cell_classes.png
(4 px per um)
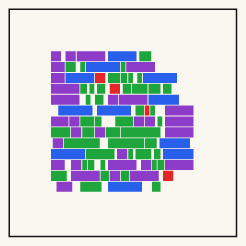
port_nets.png
(8 px per um)
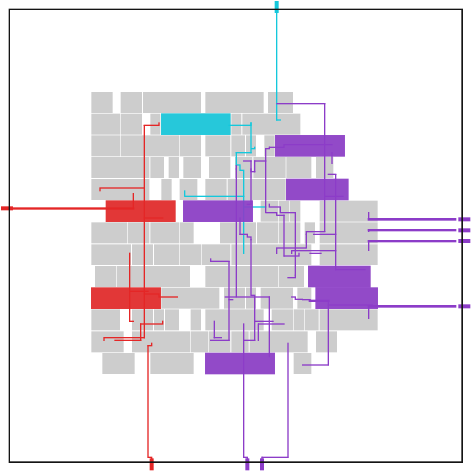
met3.png
(6 px per um)
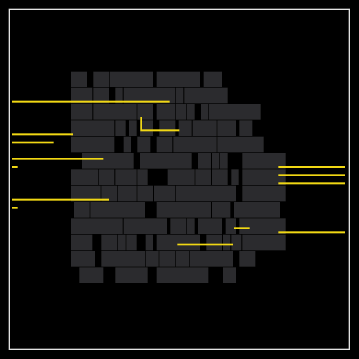
final_clocks.png
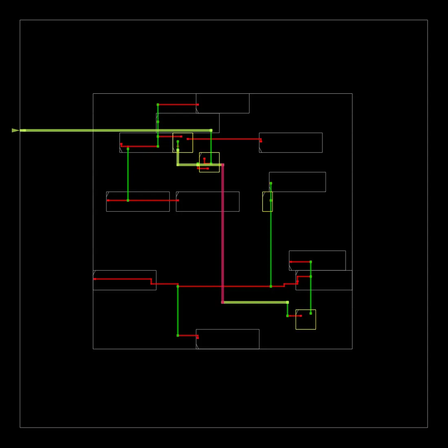
clock_map.png
(8 px per um)
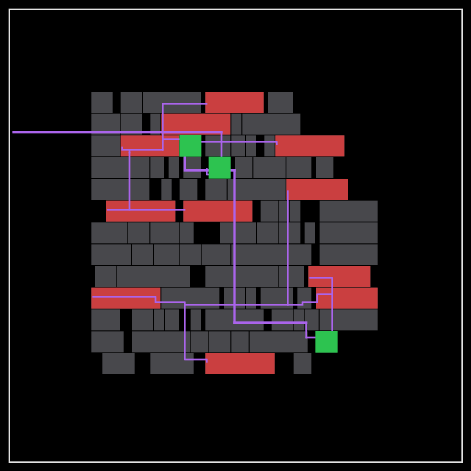
$ cat config.mk
export PLATFORM = sky130hd
export DESIGN_NAME = div_mod_serial
export DESIGN_NICKNAME = d
export VERILOG_FILES = /design/src/rtl/div_pkg.sv /design/src/rtl/mod_step.sv /design/src/rtl/div_mod_serial.sv
export SDC_FILE = /design/constraint.sdc
export NUM_CORES = 1
export LEC_CHECK = 0
export CORE_MARGIN = 10
export CORE_UTILIZATION = 38
export CTS_CLUSTER_SIZE = 30
export DETAILED_ROUTE_END_ITERATION = 7
export PLACE_DENSITY_LB_ADDON = 0.2
export SKIP_CTS_REPAIR_TIMING = 1
export SLEW_MARGIN = 20
export SYNTH_ARGS = -nofsm -noshare
export SYNTH_HDL_FRONTEND = slang
export SYNTH_SLANG_ARGS = --single-unit
$ cat constraint.sdc
create_clock -name clk -period 1.2 [get_ports clk]
set_input_delay 0.12 -clock clk [delete_from_list [all_inputs] [get_ports clk]]
set_output_delay 0.12 -clock clk [all_outputs]
set_load 0.05 [all_outputs]
$ cat src/rtl/div_pkg.sv
// -----------------------------------------------------------------------------
// div_pkg
// Shared definitions for the serial modulus checker:
//   state_t : FSM state encoding (IDLE, RUN)
//   clog2() : ceiling log2, used to size the remainder and length registers
// -----------------------------------------------------------------------------
package div_pkg;

    typedef enum logic {
        IDLE = 1'b0,
        RUN  = 1'b1
    } state_t;

    // Ceiling log2 evaluated at elaboration time. clog2(1) = 0, clog2(2) = 1,
    // clog2(3) = 2, clog2(4) = 2, clog2(5) = 3.
    function automatic int clog2(input int value);
        int result;
        int remaining;
        result    = 0;
        remaining = value - 1;
        while (remaining > 0) begin
            result    = result + 1;
            remaining = remaining >> 1;
        end
        return result;
    endfunction

endpackage : div_pkg

$ cat src/rtl/mod_step.sv
// -----------------------------------------------------------------------------
// mod_step
// Combinational fold of one serial bit into a running remainder:
//   rem_next = (2*rem + bit_in) mod DIVISOR
//
// Ports:
//   rem      [RW-1:0] in   current remainder, always < DIVISOR
//   bit_in            in   next operand bit (MSB-first stream)
//   rem_next [RW-1:0] out  updated remainder, always < DIVISOR
// -----------------------------------------------------------------------------
module mod_step
    import div_pkg::*;
#(
    parameter  int DIVISOR = 3,
    localparam int RW      = clog2(DIVISOR)
) (
    input  logic [RW-1:0] rem,
    input  logic          bit_in,
    output logic [RW-1:0] rem_next
);

    // DIVISOR itself may equal 2**RW, so it needs RW+1 bits to be held exactly.
    localparam logic [RW:0] DIV_C = (RW + 1)'(DIVISOR);

    // Since rem < DIVISOR, the doubled value plus one bit is < 2*DIVISOR.
    // A single conditional subtraction therefore always lands in range.
    logic [RW:0] sum;

    assign sum      = {rem, bit_in};
    assign rem_next = (sum >= DIV_C) ? RW'(sum - DIV_C) : sum[RW-1:0];

endmodule : mod_step

$ cat src/rtl/div_mod_serial.sv
// -----------------------------------------------------------------------------
// div_mod_serial
// Serial (MSB-first) divisibility checker. Each consumed bit updates a running
// remainder modulo DIVISOR; a word is delimited by start/finish strobes and its
// completion is flagged with a one-cycle out_valid pulse.
//
// Ports:
//   clk             in   clock, all state on rising edge
//   rst             in   synchronous active-high reset
//   in_data         in   serial operand bit
//   in_data_start   in   first bit of a word (restarts a word in progress)
//   in_data_finish  in   last bit of a word
//   out_remainder   out  [RW-1:0] registered running remainder
//   out_is_div      out  remainder is zero
//   out_valid       out  one-cycle pulse after the finishing bit is consumed
//   out_busy        out  word in progress
//   out_len         out  [CW-1:0] bits consumed, saturating at MAX_BITS
//   out_overflow    out  sticky: word ran past MAX_BITS bits
// -----------------------------------------------------------------------------
module div_mod_serial
    import div_pkg::*;
#(
    parameter  int DIVISOR  = 3,
    parameter  int MAX_BITS = 32,
    localparam int RW       = clog2(DIVISOR),
    localparam int CW       = clog2(MAX_BITS + 1)
) (
    input  logic          clk,
    input  logic          rst,
    input  logic          in_data,
    input  logic          in_data_start,
    input  logic          in_data_finish,
    output logic [RW-1:0] out_remainder,
    output logic          out_is_div,
    output logic          out_valid,
    output logic          out_busy,
    output logic [CW-1:0] out_len,
    output logic          out_overflow
);

    localparam logic [CW-1:0] MAX_LEN = CW'(MAX_BITS);

    state_t        state_reg, state_next;
    logic [RW-1:0] rem_reg,   rem_next;
    logic [CW-1:0] len_reg,   len_next;
    logic          ovf_reg,   ovf_next;
    logic          valid_reg, valid_next;

    logic          consume;
    logic [RW-1:0] step_rem;
    logic [RW-1:0] step_out;

    // A bit is consumed on every RUN cycle and on any start strobe, whether
    // that start opens a fresh word from IDLE or restarts one in RUN.
    assign consume  = (state_reg == RUN) || in_data_start;

    // Starting a word folds the bit into a zero remainder, which yields
    // in_data mod DIVISOR without a separate path for the first bit.
    assign step_rem = in_data_start ? '0 : rem_reg;

    mod_step #(
        .DIVISOR (DIVISOR)
    ) u_mod_step (
        .rem      (step_rem),
        .bit_in   (in_data),
        .rem_next (step_out)
    );

    // -------------------------------------------------------------------------
    // State register
    // -------------------------------------------------------------------------
    always_ff @(posedge clk) begin
        if (rst) begin
            state_reg <= IDLE;
            rem_reg   <= '0;
            len_reg   <= '0;
            ovf_reg   <= 1'b0;
            valid_reg <= 1'b0;
        end else begin
            state_reg <= state_next;
            rem_reg   <= rem_next;
            len_reg   <= len_next;
            ovf_reg   <= ovf_next;
            valid_reg <= valid_next;
        end
    end

    // -------------------------------------------------------------------------
    // Next-state logic
    // -------------------------------------------------------------------------
    always_comb begin
        state_next = state_reg;
        rem_next   = rem_reg;
        len_next   = len_reg;
        ovf_next   = ovf_reg;
        valid_next = 1'b0;

        if (consume) begin
            state_next = in_data_finish ? IDLE : RUN;
            valid_next = in_data_finish;
        end

        if (in_data_start) begin
            // New word (possibly discarding one in progress).
            rem_next = step_out;
            len_next = CW'(1);
            ovf_next = 1'b0;
        end else if (state_reg == RUN) begin
            rem_next = step_out;
            // Length saturates; the remainder keeps tracking exactly.
            if (len_reg == MAX_LEN) begin
                ovf_next = 1'b1;
            end else begin
                len_next = len_reg + CW'(1);
            end
        end
    end

    // -------------------------------------------------------------------------
    // Output logic
    // -------------------------------------------------------------------------
    always_comb begin
        out_remainder = rem_reg;
        out_is_div    = (rem_reg == '0);
        out_valid     = valid_reg;
        out_busy      = (state_reg == RUN);
        out_len       = len_reg;
        out_overflow  = ovf_reg;
    end

endmodule : div_mod_serial

==> highlights.md <==
* result of the run: complete, but fails checks
* violations in the final reports: setup timing
* antenna violations before repair: 0
* Setup crit start: out_remainder[0]
* number of placement rows: 13
* clock input transition at the sequential cells of the worst setup and hold paths: 80 ps
* final worst-path setup slack: -89.0 ps
* largest delay contributor family on the critical path: AND-OR/OR-AND gates
* slowest cell delay on critical path: 350 ps
* global-route wire length before repair: 2370 um
* portion of total power attributed to sequential cells: 0.417
* Syn Nets: 64
* Final Net Count: 98
* met1 track utilization from global routing: 0.0733
* met1 wire length: 577 um
* relative slew slack: 0.747
* worst vdd rail ir drop: 0.671 mV
* time the final worst path needs with I/O delays and setup: 1290 ps
* count of final setup violators: 6
* number of cells after detailed placement: 98
* mux frac, synth: 0.0199
* fp_density: 0.397
* detailed router's first-iteration violation count: 13
* minimum setup slack after placement: -319 ps
* met2 WL post-DR: 896 um
* synthesized area per cell: 9.00 sq um
* unrepaired setup endpoints after global routing: true
-- cell_classes.png (at the start) --
[clock drivers and dummy loads] red | cells: 4
[all other logic] green | cells: 44
[flip-flops] blue | cells: 11
[other buffers and delay cells] purple | cells: 30

-- port_nets.png (at the start) --
[out_remainder] red | direction: output | edge: 1 bottom, 1 left | end cells: 2 | buffers: 3 | wire: 98.5 um
[out_len] purple | direction: output | edge: 4 right, 2 bottom | end cells: 6 | buffers: 9 | wire: 289 um
[out_busy] cyan | direction: output | edge: top | end cells: 1 | buffers: 1 | wire: 47.5 um

-- met3.png (at the start) --
main direction: horizontal
wire length on this layer: 138 um

-- final_clocks.png (at the start) --
clock sink count: 11
number of buffers inserted during clock tree synthesis: 3
Clock Power: 271 uW
Worst Skew: 8.81 ps
Clock Latency Late Sink: 280 ps

-- clock_map.png (at the start) --
[cells driving clock nets] green | count: 3
[flip-flops] red | count: 11
[clock wires] purple | length: 190 um
routed clock nets: 4

worst max path at each step:
stage,to,cells after the start
3_5_place_dp,out_remainder[1],6
4_1_cts,out_remainder[1],5
5_1_grt,out_remainder[1],5
2_1_floorplan,out_remainder[0],4
6_report,out_remainder[1],5
3_3_place_gp,out_remainder[1],6
cells in the final DEF (no fill, tap or decap), drive strengths merged:
cell,n
nor3b,1
ha,3
o211a,1
dlymetal6s2s,1
or2,1
a21oi,5
mux2i,1
xnor2,1
nor3,1
nor2,8
nand4,2
o41ai,1
o21ai,1
nor4,1
nor2b,1
nand2,5
clkbuf,4
a2111oi,1
a211oi,1
xor2,2
or3,2
inv,4
buf,26
clkdlybuf4s50,3
dfxtp,11
o221ai,1
No activity file was given, so power comes from the tool's default toggle rates.
